Fig. 1: run 1, cell outlines without signal wires
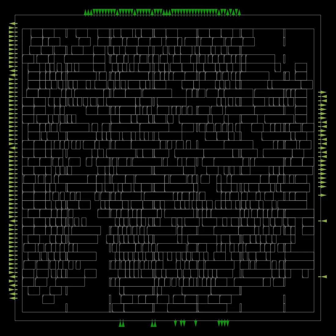
Fig. 2: run 1, signal wires on met2
Scale: 4 px per um.
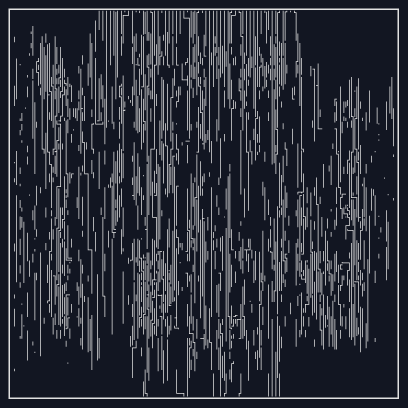
Fig. 3: run 1, I/O pins on the die edge
Scale: 4 px per um. Pins as bars across the die edge, other pins in gray.
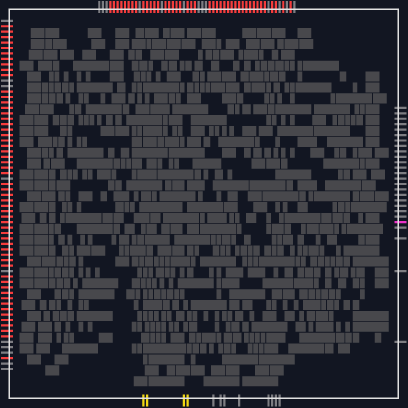
`config.mk`:
```
export PLATFORM = sky130hd
export DESIGN_NAME = fcall_arbiter_flat
export DESIGN_NICKNAME = d
export VERILOG_FILES = /design/src/rtl/fcall_arbiter_if.sv /design/src/rtl/fcall_arbiter.sv /design/src/flat_wrapper.sv
export SDC_FILE = /design/constraint.sdc
export NUM_CORES = 1
export LEC_CHECK = 0
export ABC_AREA = 1
export CAP_MARGIN = 20
export CORE_MARGIN = 2
export CORE_UTILIZATION = 45
export CTS_BUF_LIST = sky130_fd_sc_hd__clkbuf_8
export DETAILED_ROUTE_END_ITERATION = 10
export PLACE_DENSITY = 0.83
export SYNTH_ARGS = -nofsm -noshare
export SYNTH_HDL_FRONTEND = slang
export SYNTH_SLANG_ARGS = --single-unit
export TNS_END_PERCENT = 50
```
`constraint.sdc`:
```
create_clock -name clock -period 2.7 [get_ports clock]
set_input_delay 0.54 -clock clock [delete_from_list [all_inputs] [get_ports clock]]
set_output_delay 0.54 -clock clock [all_outputs]
set_load 0.05 [all_outputs]
```
`src/rtl/fcall_arbiter_if.sv`:
```
// Caller-side and function-side handshake bundle for fcall_arbiter.
// slave is the arbiter's view; master is the view of whatever drives callers and hosts the function.
interface fcall_arbiter_if #(
  parameter int NREQ  = 4,
  parameter int NARGS = 3,
  parameter int WIDTH = 8
);
  logic [NREQ-1:0]             req_ready;
  logic [NREQ*NARGS*WIDTH-1:0] req_args;
  logic [NREQ-1:0]             req_done;
  logic [NREQ-1:0]             req_error;
  logic [WIDTH-1:0]            req_result;
  logic [NREQ-1:0]             grant;
  logic                        busy;
  logic                        fn_ready;
  logic [NARGS*WIDTH-1:0]      fn_args;
  logic                        fn_done;
  logic [WIDTH-1:0]            fn_result;

  modport slave (
    input  req_ready, req_args, fn_done, fn_result,
    output req_done, req_error, req_result, grant, busy, fn_ready, fn_args
  );

  modport master (
    output req_ready, req_args, fn_done, fn_result,
    input  req_done, req_error, req_result, grant, busy, fn_ready, fn_args
  );
endinterface

```
`src/rtl/fcall_arbiter.sv`:
```
// Round-robin arbiter sharing one ready/done function instance among NREQ callers,
// with a settle window for stale done and a cycle-budget abort.
//   state  | meaning
//   IDLE   | no owner; picks the next requester from the round-robin pointer
//   WAIT   | fn_ready high, waiting for a fresh fn_done or the timeout
//   RETURN | result/error held for the owner until it drops req_ready
module fcall_arbiter #(
  parameter int NREQ    = 4,
  parameter int NARGS   = 3,
  parameter int WIDTH   = 8,
  parameter int SETTLE  = 2,
  parameter int TIMEOUT = 1023
) (
  input logic           clock,
  input logic           reset_n,
  fcall_arbiter_if.slave bus
);
  localparam int PW = (NREQ > 1) ? $clog2(NREQ) : 1;
  localparam int CW = $clog2(TIMEOUT + 1);
  localparam int AW = NARGS * WIDTH;

  typedef enum logic [1:0] {S_IDLE, S_WAIT, S_RETURN} state_t;

  state_t           state, state_nxt;
  logic [PW-1:0]    ptr, ptr_nxt, own, own_nxt, ptr_inc;
  logic [CW-1:0]    cnt, cnt_nxt;
  logic [NREQ-1:0]  grant_r, grant_nxt, done_r, done_nxt, err_r, err_nxt;
  logic [WIDTH-1:0] result_r, result_nxt;
  logic             fn_ready_r, fn_ready_nxt;
  logic [AW-1:0]    fn_args_r, fn_args_nxt;
  logic             win_found;
  logic [PW-1:0]    win_idx, idx;
  logic [AW-1:0]    win_args;
  logic             own_ready;

  // First requester at or after the pointer, wrapping.
  always_comb begin
    win_found = 1'b0;
    win_idx   = '0;
    idx       = '0;
    win_args  = '0;
    for (int i = 0; i < NREQ; i++) begin
      idx = PW'((int'(ptr) + i) % NREQ);
      if (!win_found && bus.req_ready[idx]) begin
        win_found = 1'b1;
        win_idx   = idx;
      end
    end
    for (int c = 0; c < NREQ; c++) begin
      if (win_idx == PW'(c)) win_args = bus.req_args[c*AW +: AW];
    end
  end

  assign own_ready = |(bus.req_ready & grant_r);
  assign ptr_inc   = (own == PW'(NREQ - 1)) ? '0 : own + PW'(1);

  always_comb begin
    state_nxt    = state;
    ptr_nxt      = ptr;
    own_nxt      = own;
    cnt_nxt      = cnt;
    grant_nxt    = grant_r;
    done_nxt     = done_r;
    err_nxt      = err_r;
    result_nxt   = result_r;
    fn_ready_nxt = fn_ready_r;
    fn_args_nxt  = fn_args_r;
    case (state)
      S_IDLE: begin
        if (win_found) begin
          state_nxt    = S_WAIT;
          own_nxt      = win_idx;
          grant_nxt    = NREQ'(1) << win_idx;
          fn_args_nxt  = win_args;
          fn_ready_nxt = 1'b1;
          cnt_nxt      = '0;
        end
      end
      S_WAIT: begin
        if (cnt != CW'(TIMEOUT)) cnt_nxt = cnt + CW'(1);
        if (!own_ready) begin
          fn_ready_nxt = 1'b0;
          grant_nxt    = '0;
          ptr_nxt      = ptr_inc;
          state_nxt    = S_IDLE;
        end else if (bus.fn_done && (cnt >= CW'(SETTLE))) begin
          result_nxt   = bus.fn_result;
          done_nxt     = grant_r;
          fn_ready_nxt = 1'b0;
          state_nxt    = S_RETURN;
        end else if (cnt == CW'(TIMEOUT)) begin
          result_nxt   = '0;
          done_nxt     = grant_r;
          err_nxt      = grant_r;
          fn_ready_nxt = 1'b0;
          state_nxt    = S_RETURN;
        end
      end
      S_RETURN: begin
        if (!own_ready) begin
          done_nxt  = '0;
          err_nxt   = '0;
          grant_nxt = '0;
          ptr_nxt   = ptr_inc;
          state_nxt = S_IDLE;
        end
      end
      default: state_nxt = S_IDLE;
    endcase
  end

  always_ff @(posedge clock or negedge reset_n) begin
    if (!reset_n) begin
      state      <= S_IDLE;
      ptr        <= '0;
      own        <= '0;
      cnt        <= '0;
      grant_r    <= '0;
      done_r     <= '0;
      err_r      <= '0;
      result_r   <= '0;
      fn_ready_r <= 1'b0;
      fn_args_r  <= '0;
    end else begin
      state      <= state_nxt;
      ptr        <= ptr_nxt;
      own        <= own_nxt;
      cnt        <= cnt_nxt;
      grant_r    <= grant_nxt;
      done_r     <= done_nxt;
      err_r      <= err_nxt;
      result_r   <= result_nxt;
      fn_ready_r <= fn_ready_nxt;
      fn_args_r  <= fn_args_nxt;
    end
  end

  assign bus.grant      = grant_r;
  assign bus.req_done   = done_r;
  assign bus.req_error  = err_r;
  assign bus.req_result = result_r;
  assign bus.fn_ready   = fn_ready_r;
  assign bus.fn_args    = fn_args_r;
  assign bus.busy       = (state != S_IDLE);
endmodule

```
`src/flat_wrapper.sv`:
```
// flat-port wrapper written by rule: the top's interface ports become plain ports
module fcall_arbiter_flat 
#(
  parameter int NREQ    = 4,
  parameter int NARGS   = 3,
  parameter int WIDTH   = 8,
  parameter int SETTLE  = 2,
  parameter int TIMEOUT = 1023
)
  (clock, reset_n, bus_req_ready, bus_req_args, bus_fn_done, bus_fn_result, bus_req_done, bus_req_error, bus_req_result, bus_grant, bus_busy, bus_fn_ready, bus_fn_args);
  fcall_arbiter_if #(.NREQ(NREQ), .NARGS(NARGS), .WIDTH(WIDTH)) bus_i ();
  input logic clock;
  input logic reset_n;
  input wire logic [$bits(bus_i.req_ready)-1:0] bus_req_ready;
  input wire logic [$bits(bus_i.req_args)-1:0] bus_req_args;
  input wire logic [$bits(bus_i.fn_done)-1:0] bus_fn_done;
  input wire logic [$bits(bus_i.fn_result)-1:0] bus_fn_result;
  output wire logic [$bits(bus_i.req_done)-1:0] bus_req_done;
  output wire logic [$bits(bus_i.req_error)-1:0] bus_req_error;
  output wire logic [$bits(bus_i.req_result)-1:0] bus_req_result;
  output wire logic [$bits(bus_i.grant)-1:0] bus_grant;
  output wire logic [$bits(bus_i.busy)-1:0] bus_busy;
  output wire logic [$bits(bus_i.fn_ready)-1:0] bus_fn_ready;
  output wire logic [$bits(bus_i.fn_args)-1:0] bus_fn_args;
  assign bus_i.req_ready = bus_req_ready;
  assign bus_i.req_args = bus_req_args;
  assign bus_i.fn_done = bus_fn_done;
  assign bus_i.fn_result = bus_fn_result;
  assign bus_req_done = bus_i.req_done;
  assign bus_req_error = bus_i.req_error;
  assign bus_req_result = bus_i.req_result;
  assign bus_grant = bus_i.grant;
  assign bus_busy = bus_i.busy;
  assign bus_fn_ready = bus_i.fn_ready;
  assign bus_fn_args = bus_i.fn_args;
  fcall_arbiter #(.NREQ(NREQ), .NARGS(NARGS), .WIDTH(WIDTH), .SETTLE(SETTLE), .TIMEOUT(TIMEOUT)) u_core (.clock(clock), .reset_n(reset_n), .bus(bus_i));
endmodule
```
==> results_dict.tcl, run 1 <==
# yosys + openroad results
set metrics [dict create \
    post_cts_resized 0 \
    fp_util 0.4678 \
    postSynthAreaPerCell_um2 7.021 \
    final_util 0.6964 \
    r2r_end "u_core.bus.fn_args[0]" \
    ys_seq_frac 0.3932 \
    dominantRegCellSynth "dfrtp_1" \
    worst_slew_pin_slew_ns 0.6632 \
    crit_required_ns 2.16 \
    finClkSkew_ns 0.01057 \
    cts_max_path_buffers 2 \
    via_count 4372 \
    nNetsFinal 831 \
    maxCapViolCount 0 \
    drt_pass1_iterations 5 \
    floorplan.nets 670 \
    path_clk_slew_ns 0.08 \
    top_cells_by_count "nand2_1 (169), nand3_1 (96), dfrtp_1 (61)" \
    ant_nets 0 \
    outcome "finished, final reports clean" \
    drc 0 \
    synthToLayoutAreaGrowth_pct 48.86 \
    fmax_mhz 390.2 \
    pre_cts_slack_ns 0.1241 \
    die_x_um 96.89 \
    endpoint "bus_busy" \
    clkLatencyLatePin_ns 0.35 \
    worstRegToRegCells 15 \
    final_area_mm2 0.005779 \
    p_per_area_mw_per_mm2 1461 \
    relSlewSlack 0.5539 \
    setup-violations-final 0 \
    tool_warnings 29 \
    antenna_cells 0 \
    core_mm2 0.008299 \
    endpoint_kind "output port" \
]
## Picture notes: Fig. 1
fillers: 646
Tap Count: 105
final non-filler cell total: 824
sequential fraction of total cell area: 0.2641
Rows: 33

## Picture notes: Fig. 2
- nets with wire on the layer: 669
- longest straight run: 38.3 um

## Picture notes: Fig. 3
- bus_req_args: red (pins 96; direction input; edge 55 left, 41 top)
- bus_fn_ready: magenta (pins 1; direction output; edge right)
- bus_req_ready: yellow (pins 4; direction input; edge bottom)
- all pins by edge: 65 left, 54 top, 26 right, 12 bottom

-- run 1: placed cells by master (no fill, tap or decap), drive strengths merged --
master         synthesis  final
nor3                   6      6
a21boi                 2      2
a31oi                  1      1
o21ai                 31     31
clkinv                 2      4
xor2                   4      4
clkdlybuf4s50          0    155
buf                   22     19
o31ai                  5      5
nand4                 23     23
clkbuf                 2     10
bufinv                 0      2
nand3                 99     99
ha                     6      6
o22ai                  3      3
o32ai                  3      3
nand2                173    173
dfrtp                 61     61
nor2                  56     56
or2                    1      1
nor4                   2      2
inv                   50     52
a21oi                  1      1
-- run 1: layer usage --
layer | part of all wire | vias up
li1 | - | 2145
met1 | 0.40 | 2002
met2 | 0.50 | 191
met3 | 0.068 | 34
met4 | 0.029 | 0
met5 | 0 | -
-- run 1: worst min-delay path by stage --
stage	startpoint	endpoint	slack, ns	cells after the start
6_report	reset_n	u_core.cnt[2]	0.16	1
4_1_cts	reset_n	u_core.cnt[2]	0.17	1
2_1_floorplan	reset_n	u_core.bus.fn_args[0]	0.24	0
5_1_grt	reset_n	u_core.cnt[2]	0.19	1
3_5_place_dp	u_core.bus.req_result[5]	u_core.bus.req_result[5]	0.46	2
3_3_place_gp	u_core.bus.req_result[6]	u_core.bus.req_result[6]	0.45	2
-- run 1: worst register-to-register path: cells and delay by family, from the launching register on --
kind | cells | cell delay [ns]
compound gates | 1 | 0.25
buf+inv | 3 | 0.29
flops | 1 | 0.58
simple gates | 11 | 1.05
-- run 1: registers in the layout (all words and copies together) (netlist names) --
signal                 count
u_core.bus.fn_args        24
u_core.bus.fn_ready        1
u_core.bus.grant           4
u_core.bus.req_done        4
u_core.bus.req_error       4
u_core.bus.req_result      8
u_core.cnt                10
u_core.own                 2
u_core.ptr                 2
u_core.state               2
-- run 1: cell type report --
class | count | area [um^2] | area share
clock buffer | 10 | 137.6 | 0.02381
clock inverter | 6 | 86.33 | 0.01494
inverter | 52 | 197.7 | 0.03421
multi-input combinational | 416 | 1996 | 0.3453
sequential | 61 | 1526 | 0.2641
tap | 105 | 131.4 | 0.02273
timing repair buffer | 174 | 1704 | 0.2949
-- run 1: power by group --
group	internal (mW)	switching [mW]
clock network	0.545	0.391
registers	1.31	0.258
logic	1.98	3.96
-- run 1: cell families (layout without fill, tap and decap cells) --
family | after synthesis | in the layout | share of synthesized area
fa+ha+maj | 6 | 6 | 0.01934
buf+inv | 76 | 242 | 0.09281
xor+xnor | 4 | 4 | 0.009023
flops | 61 | 61 | 0.3932
simple gates | 360 | 360 | 0.4141
compound gates | 46 | 46 | 0.07155
Fig. 4: run 1, I/O nets highlighted
Scale: 3 px per um.
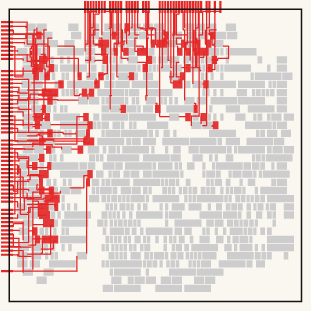

==> inputs of run 2 (changes only) <==
Settings changed: CORE_MARGIN 2 to default, CTS_BUF_LIST sky130_fd_sc_hd__clkbuf_8 to sky130_fd_sc_hd__clkbuf_2.
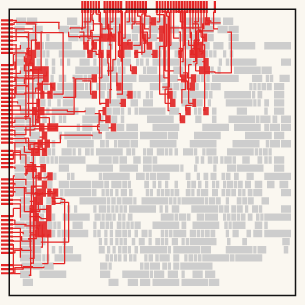
Fig. 5. I/O nets highlighted (run 2).
Scale: 3 px per um.
- bus_req_args: red (bits 96; direction input; end cells 96; buffers 96; wire 1,970 um)

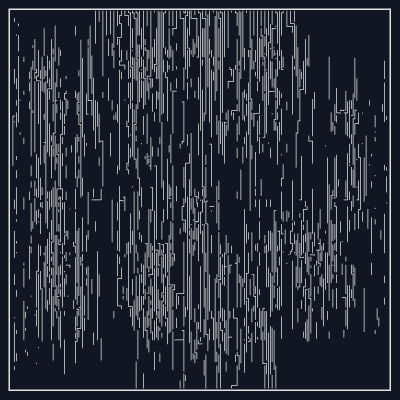
Fig. 6. Signal wires on met2 (run 2).
Scale: 4 px per um.
- share of all routed wire: 49%
- wire length on this layer: 5,620 um

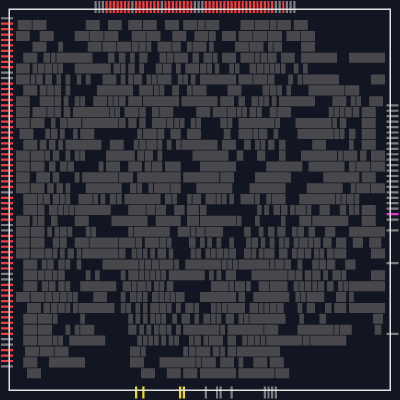
Fig. 7. I/O pins on the die edge (run 2).
Scale: 4 px per um. Pins as bars across the die edge, other pins in gray.
- bus_req_ready: yellow (pins 4; direction input; edge bottom)
- bus_req_args: red (pins 96; direction input; edge 54 left, 42 top)
- bus_fn_ready: magenta (pins 1; direction output; edge right)

==> run 2 against run 1 <==
Net effect: cell area decreased by 1.7%; total power decreased by 3.7%; synthesized cell count unchanged; largest power group unchanged; critical path depth unchanged; die area decreased by 4.1%; first-iteration DRC count decreased by 3.6%; register-to-register slack got worse by 0.07 ns; worst setup slack improved by 0.097 ns; clock power decreased by 29%.
==> results_dict.tcl, run 2 <==
# yosys + openroad results
set metrics [dict create \
    dominantRegCellSynth "dfrtp_1" \
    postSynthAreaPerCell_um2 7.021 \
    drt_pass1_iterations 5 \
    outcome "finished, final reports clean" \
    p_per_area_mw_per_mm2 1432 \
    setup-violations-final 0 \
    largest_reg_flops 24 \
    core_mm2 0.008299 \
    post_cts_resized 1 \
    floorplan.nets 670 \
    rows 33 \
    nNetsFinal 828 \
    die_x_um 94.89 \
    nFillCells 693 \
    endpoint_kind "output port" \
    path_clk_slew_ns 0.19 \
    maxCapViolCount 0 \
    cts_max_path_buffers 2 \
    ys_seq_frac 0.3932 \
    final_area_mm2 0.005679 \
    layout.cells.most_common "nand2_1" \
    relSlewSlack 0.4859 \
    fmax_mhz 405.6 \
    crit_required_ns 2.16 \
]
==> run 2: cell counts after synthesis <==
No cell type changed its count.
==> run 2: metal layers <==
metal	part of all wire	vias up	routed length, um
met3	0.075	35	864
met4	0.028	0	320
met1	0.41	2030	4697
met5	0	-	0
met2	0.49	206	5615
li1	-	2139	-
==> run 2: path summary, 6_finish.rpt <==
check,slack (ns),from,end,depth (start not counted)
worst max-delay path,0.23,u_core.state[0],bus_busy,4
worst min-delay path,0.15,reset_n,u_core.cnt[3],2
worst max register to register,0.33,u_core.ptr[0],u_core.bus.fn_args[4],12
worst min register to register,0.51,u_core.bus.req_result[1],u_core.bus.req_result[1],2
max in group asynchronous,2.00,reset_n,u_core.bus.req_result[1],2
min in group clock,0.51,u_core.bus.req_result[1],u_core.bus.req_result[1],2
==> run 2: cell families (layout without fill, tap and decap cells) <==
logic type               Yosys count  in the layout  synth area share
AND-OR/OR-AND                     46             46           0.07155
XOR/XNOR                           4              4          0.009023
adder cells (fa/ha/maj)            6              6           0.01934
buffers and inverters             76            239           0.09281
flip-flops                        61             61            0.3932
AND/OR/NAND/NOR                  360            360            0.4141
==> run 2: per-stage QoR <==
| stage | worst slack (ns) | TNS, ns | util | cells | total power [mW] |
|---|---|---|---|---|---|
| 2_1_floorplan | 0.8044 | 0 | - | 553 | 5.887 |
| 3_3_place_gp | 0.1336 | 0 | 0.6682 | 805 | 7.304 |
| 3_5_place_dp | -0.03733 | -0.2406 | 0.6682 | 805 | 7.458 |
| 4_1_cts | 0.2302 | 0 | 0.6843 | 821 | 8.128 |
| 5_1_grt | 0.1483 | 0 | 0.6843 | 821 | 8.793 |
| 6_report | 0.2346 | 0 | 0.6843 | 821 | 8.134 |
==> run 2: power breakdown <==
group          leakage [nW]  switching, mW  internal [mW]
Clock                0.0777          0.365          0.301
Sequential            0.775          0.242           1.30
Combinational          1.81           3.95           1.97
==> run 2: worst max-delay path, stage by stage (launching register included) <==
cell           delay [ns]
dfrtp_1              0.42
inv_1                0.08
ha_1                 0.24
inv_1                0.15
dlygate4sd2_1        0.55
==> run 2: layout make-up <==
class | count | area (um^2) | share of cell area
multi-input combinational | 416 | 1996 | 0.3514
timing repair buffer | 171 | 1693 | 0.2981
sequential | 61 | 1526 | 0.2688
inverter | 52 | 197.7 | 0.03481
tap | 105 | 131.4 | 0.02313
clock inverter | 7 | 90.09 | 0.01586
clock buffer | 9 | 45.04 | 0.007931
Power and IR drop assume default switching activity.
